==> config.mk <==
export PLATFORM = sky130hd
export DESIGN_NAME = tnn_feature_quantizer
export DESIGN_NICKNAME = d
export VERILOG_FILES = /design/src/rtl/tnn_feature_quantizer.sv
export SDC_FILE = /design/constraint.sdc
export NUM_CORES = 1
export LEC_CHECK = 0
export ABC_AREA = 1
export CAP_MARGIN = 30
export CORE_MARGIN = 2
export CORE_UTILIZATION = 55
export CTS_CLUSTER_DIAMETER = 80
export CTS_CLUSTER_SIZE = 40
export DETAILED_ROUTE_END_ITERATION = 8
export HOLD_SLACK_MARGIN = 0.06
export PLACE_DENSITY = 0.87
export SLEW_MARGIN = 20
export SYNTH_ARGS = -nofsm -noshare
export SYNTH_HDL_FRONTEND = slang
export SYNTH_SLANG_ARGS = --single-unit
==> constraint.sdc <==
create_clock -name clk -period 5.1 [get_ports clk]
set_input_delay 0.765 -clock clk [delete_from_list [all_inputs] [get_ports clk]]
set_output_delay 0.765 -clock clk [all_outputs]
set_load 0.03 [all_outputs]
### Signal wires by layer, run 1

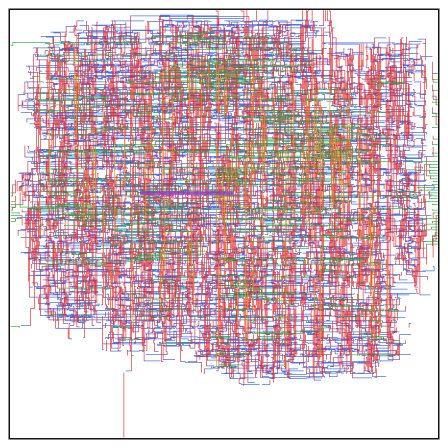
met5 -> purple  # wire length 43.2 µm
met1 -> blue  # wire length 26.7 mm
met2 -> red  # wire length 30.2 mm
met3 -> green  # wire length 7690 µm
met4 -> orange  # wire length 3040 µm
overall routed net length: 67.7 mm
detail-routed net length per standard cell: 18.1 µm
total routing usage reported by global routing: 31.1%
total number of vias: 22.0k

### A small window of the routed layout, run 1

Window x 82 to 122, y 41 to 81 µm. Cells in gray, sequential cells in the stronger gray; small squares are vias.
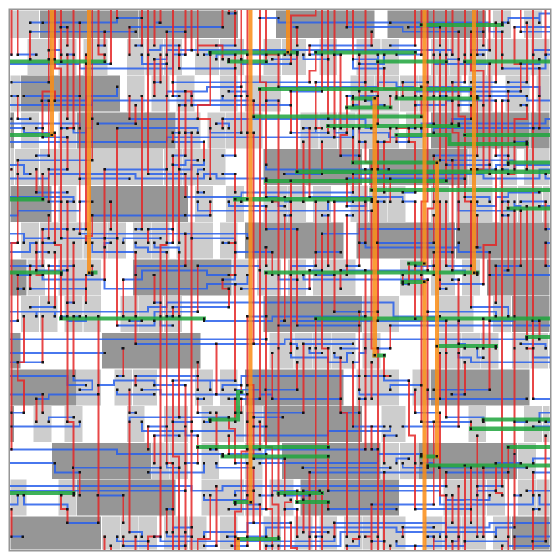
met4 -> orange
met1 -> blue
met2 -> red
met3 -> green
most frequent = nor2_1 (67), nand2_1 (30), dfxtp_1 (27)
sequential cells in the window = 27
cells with their middle in the window = 177

### Clock network drawn from the DEF, run 1

Scale bar: 50 µm.
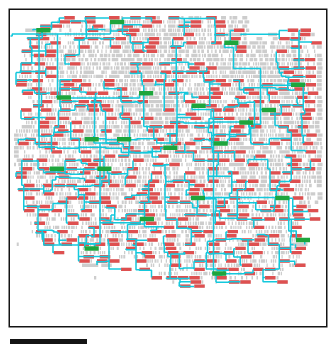
cells driving clock nets -> green  # count 21
flip-flops -> red  # count 468
clock wires -> cyan  # length 4820 µm
flops lie = widely spread
routed clock nets = 22
skew final: 0.0297 ns
Clock Latency Late Sink: 0.59 ns
power share of the clock group: 31.1%
clock group total power: 2.28 mW

==> summary.log <==
INFO  pwr            seq_power_share=50.6%
INFO  logic_synthesis yosysUniqueCellTypes=39
INFO  pwr            switching_share=30.9%
INFO  placed_design  placement.io_buffers=69
INFO  worst_setup_path cpMaxStageDelayCell=sky130_fd_sc_hd__dfxtp_4
INFO  floorplan      dieHeight=205µm
INFO  timing         fin_hold_ws=0.466ns
INFO  worst_setup_path worstSetupPathType=flip-flop to flip-flop
INFO  grt            grt_first_pass_wirelength=106mm
INFO  pwr            top_power_group=registers
INFO  worst_setup_path crit_required=5.64ns
INFO  floorplan      floorplan.core_area=39800µm²
INFO  worst_setup_path critical-path-top-delay-family=simple AND/OR/NAND/NOR gates
INFO  logic_synthesis synth_area_per_cell=6.92µm²
INFO  clocking       post-cts-setup-buffer-count=7
INFO  finish         fin_area=25000µm²
INFO  grt            grt_antenna_before_repair=0
INFO  finish         comb_area_share=46.7%
INFO  floorplan      n_tap_cell=525
INFO  detailed_routing wl_met2=30.2mm
INFO  logic_synthesis synth_xor_xnor_area_share=0.0789%
INFO  clocking       clock_tree_from_tritoncts=built
INFO  detailed_routing detail_route.wirelength.met1=26.7mm
INFO  clocking       path_clk_slew=0.13ns
INFO  logic_synthesis ys.flops=468
INFO  clocking       htreeDepth=1
INFO  finish         postLayoutCoreUtil=62.9%
INFO  pwr            comb_power=1.34mW
INFO  logic_synthesis dominantRegCellSynth=sky130_fd_sc_hd__dfxtp_1
INFO  finish         antenna_cells_inserted=0
INFO  logic_synthesis mux_area_share=0%
INFO  pwr            power_sequential=3.71mW
INFO  min_path       hold-path-cell-count=2
INFO  finish         final.clkbuf_count=21
INFO  timing         fin_setup_tns=-0.663ns
INFO  timing         setup_ws=-0.123ns
INFO  finish         buffer_share_of_cell_area=7.74%
INFO  worst_setup_path r2r_slack=-0.12ns
INFO  clocking       cts_root_buffer=sky130_fd_sc_hd__clkbuf_16
INFO  detailed_routing drtAntennaViolNets=0
INFO  worst_setup_path crit_buf_inv=9
INFO  worst_setup_path setup.worst_path.start_class=flip-flop
INFO  clocking       clock_sinks=468
INFO  worst_setup_path critPathMostFrequentCell=sky130_fd_sc_hd__ha_4
INFO  clocking       cts-hold-fix-buffers=0
INFO  logic_synthesis synth_cells=3207
INFO  finish         layout.cells.most_common=sky130_fd_sc_hd__nor2_1
INFO  timing         tightest_slew=1.14ns
INFO  flow_run       cap_violations=0
INFO  worst_setup_path rr_worst_depth=41
INFO  clocking       cts-root-to-sink-buffers=3
INFO  logic_synthesis synth.net_count=3340
INFO  grt            grt_max_degree=204
INFO  timing         setup_repair_after_global_routing_missed_its_margin=true
INFO  pwr            power_switching=2.26mW
INFO  logic_synthesis enable_flop_cells=0
INFO  timing         setup_viol=9
INFO  finish         biggestCellCategory=combinational gates
INFO  logic_synthesis netlist_top_cells_count=sky130_fd_sc_hd__nor2_1, sky130_fd_sc_hd__dfxtp_1, sky130_fd_sc_hd__nand2_1
INFO  logic_synthesis yosys-top-cells-area=sky130_fd_sc_hd__dfxtp_1, sky130_fd_sc_hd__nor2_1, sky130_fd_sc_hd__o21ai_0
INFO  logic_synthesis ys_top_logic_family=simple AND/OR/NAND/NOR gates
INFO  finish         sh_seq_area=37.5%
INFO  grt            total_global_routing_overflow=0
INFO  finish         nFlopsAndLatches=468
INFO  logic_synthesis synth.cellmix.simpleShare=27.7%
INFO  flow_run       tool_warnings=36
INFO  finish         synthToLayoutAreaGrowth=12.8%
INFO  clocking       post_cts_resized=47
INFO  min_path       timing.hold.worst.class=flip-flop to flip-flop
INFO  logic_synthesis ys_area=22200µm²
INFO  logic_synthesis synth_stat.cells=3207
INFO  worst_setup_path cpPeakStageDelay=0.39ns
INFO  outcome        status=finished, violations left
INFO  logic_synthesis most_common_cell=sky130_fd_sc_hd__nor2_1
INFO  finish         multi_input_comb_area=11700µm²
INFO  detailed_routing drtIter0Drc=3066
INFO  logic_synthesis compound_share_synth=17.9%
INFO  logic_synthesis synth_top_area_share=42.2%
INFO  finish         final_layout_size_suffix_gt1_share=8.86%
INFO  worst_setup_path worst_ep_arrival_time=5.76ns
INFO  logic_synthesis synth_warnings=0
INFO  placed_design  place.detailed.instances=3678
INFO  timing         min_period=5.22ns
INFO  detailed_routing highest-signal-layer=met5
INFO  timing         achievable-frequency=191MHz
INFO  logic_synthesis yosys.area_share.adder=5.47%
INFO  worst_setup_path endpoint_kind=flip-flop
INFO  grt            met3_grt_util=5.74%
INFO  logic_synthesis seq_total_area_yosys=42.2%
INFO  grt            global_route.usage.met2=49.5%
INFO  floorplan      initial_core_util=55.7%
INFO  clocking       numCtsBuffers=21
INFO  grt            grt_pass1_vias=20.2k
INFO  floorplan      die_span_x=205µm
INFO  outcome        violations_in_the_final_reports=negative setup slack
INFO  logic_synthesis yosysTopAreaCell=sky130_fd_sc_hd__dfxtp_1
INFO  logic_synthesis synthesis.area=22200µm²
INFO  worst_setup_path critPathMaxFanout=8
INFO  placed_design  dpl_worst_slack=-0.312ns
INFO  grt            use_met1=41.4%
INFO  worst_setup_path wp_depth=41
INFO  finish         clock_tree_area_fraction=3.24%
INFO  finish         inv_count=139
INFO  pwr            leakage=11.1nW
INFO  finish         flop_area=9380µm²
INFO  timing         final_tally_of_hold_violations=0
INFO  timing         slew_headroom=24.2%
INFO  pwr            internal_power=5.07mW
INFO  finish         lay_top_cells=sky130_fd_sc_hd__nor2_1, sky130_fd_sc_hd__dfxtp_1, sky130_fd_sc_hd__nand2_1
INFO  detailed_routing met3_wirelength=7.69mm
INFO  placed_design  hpwl=41.6mm
INFO  pwr            vdd_drop_max=0.000270V
INFO  placed_design  gpl.final_weighted_congestion=0.915
INFO  pwr            powerDensity=293nW/µm²
INFO  detailed_routing routed_via_density=5.91
INFO  detailed_routing detailedRoute.firstPassIterationCount=9
INFO  finish         num-nonclk-buffers=206
INFO  logic_synthesis async_flop_share=0%
INFO  pwr            power.share.combinational=18.2%
INFO  grt            grt-busiest-layer=met2
INFO  timing         finalMaxSlewViolations=0
INFO  finish         flip_flop_count_of_the_largest_register_all_copies_and_words_added=420
INFO  detailed_routing remaining_drc_errors=0
Power is estimated from default activity; no workload was simulated.
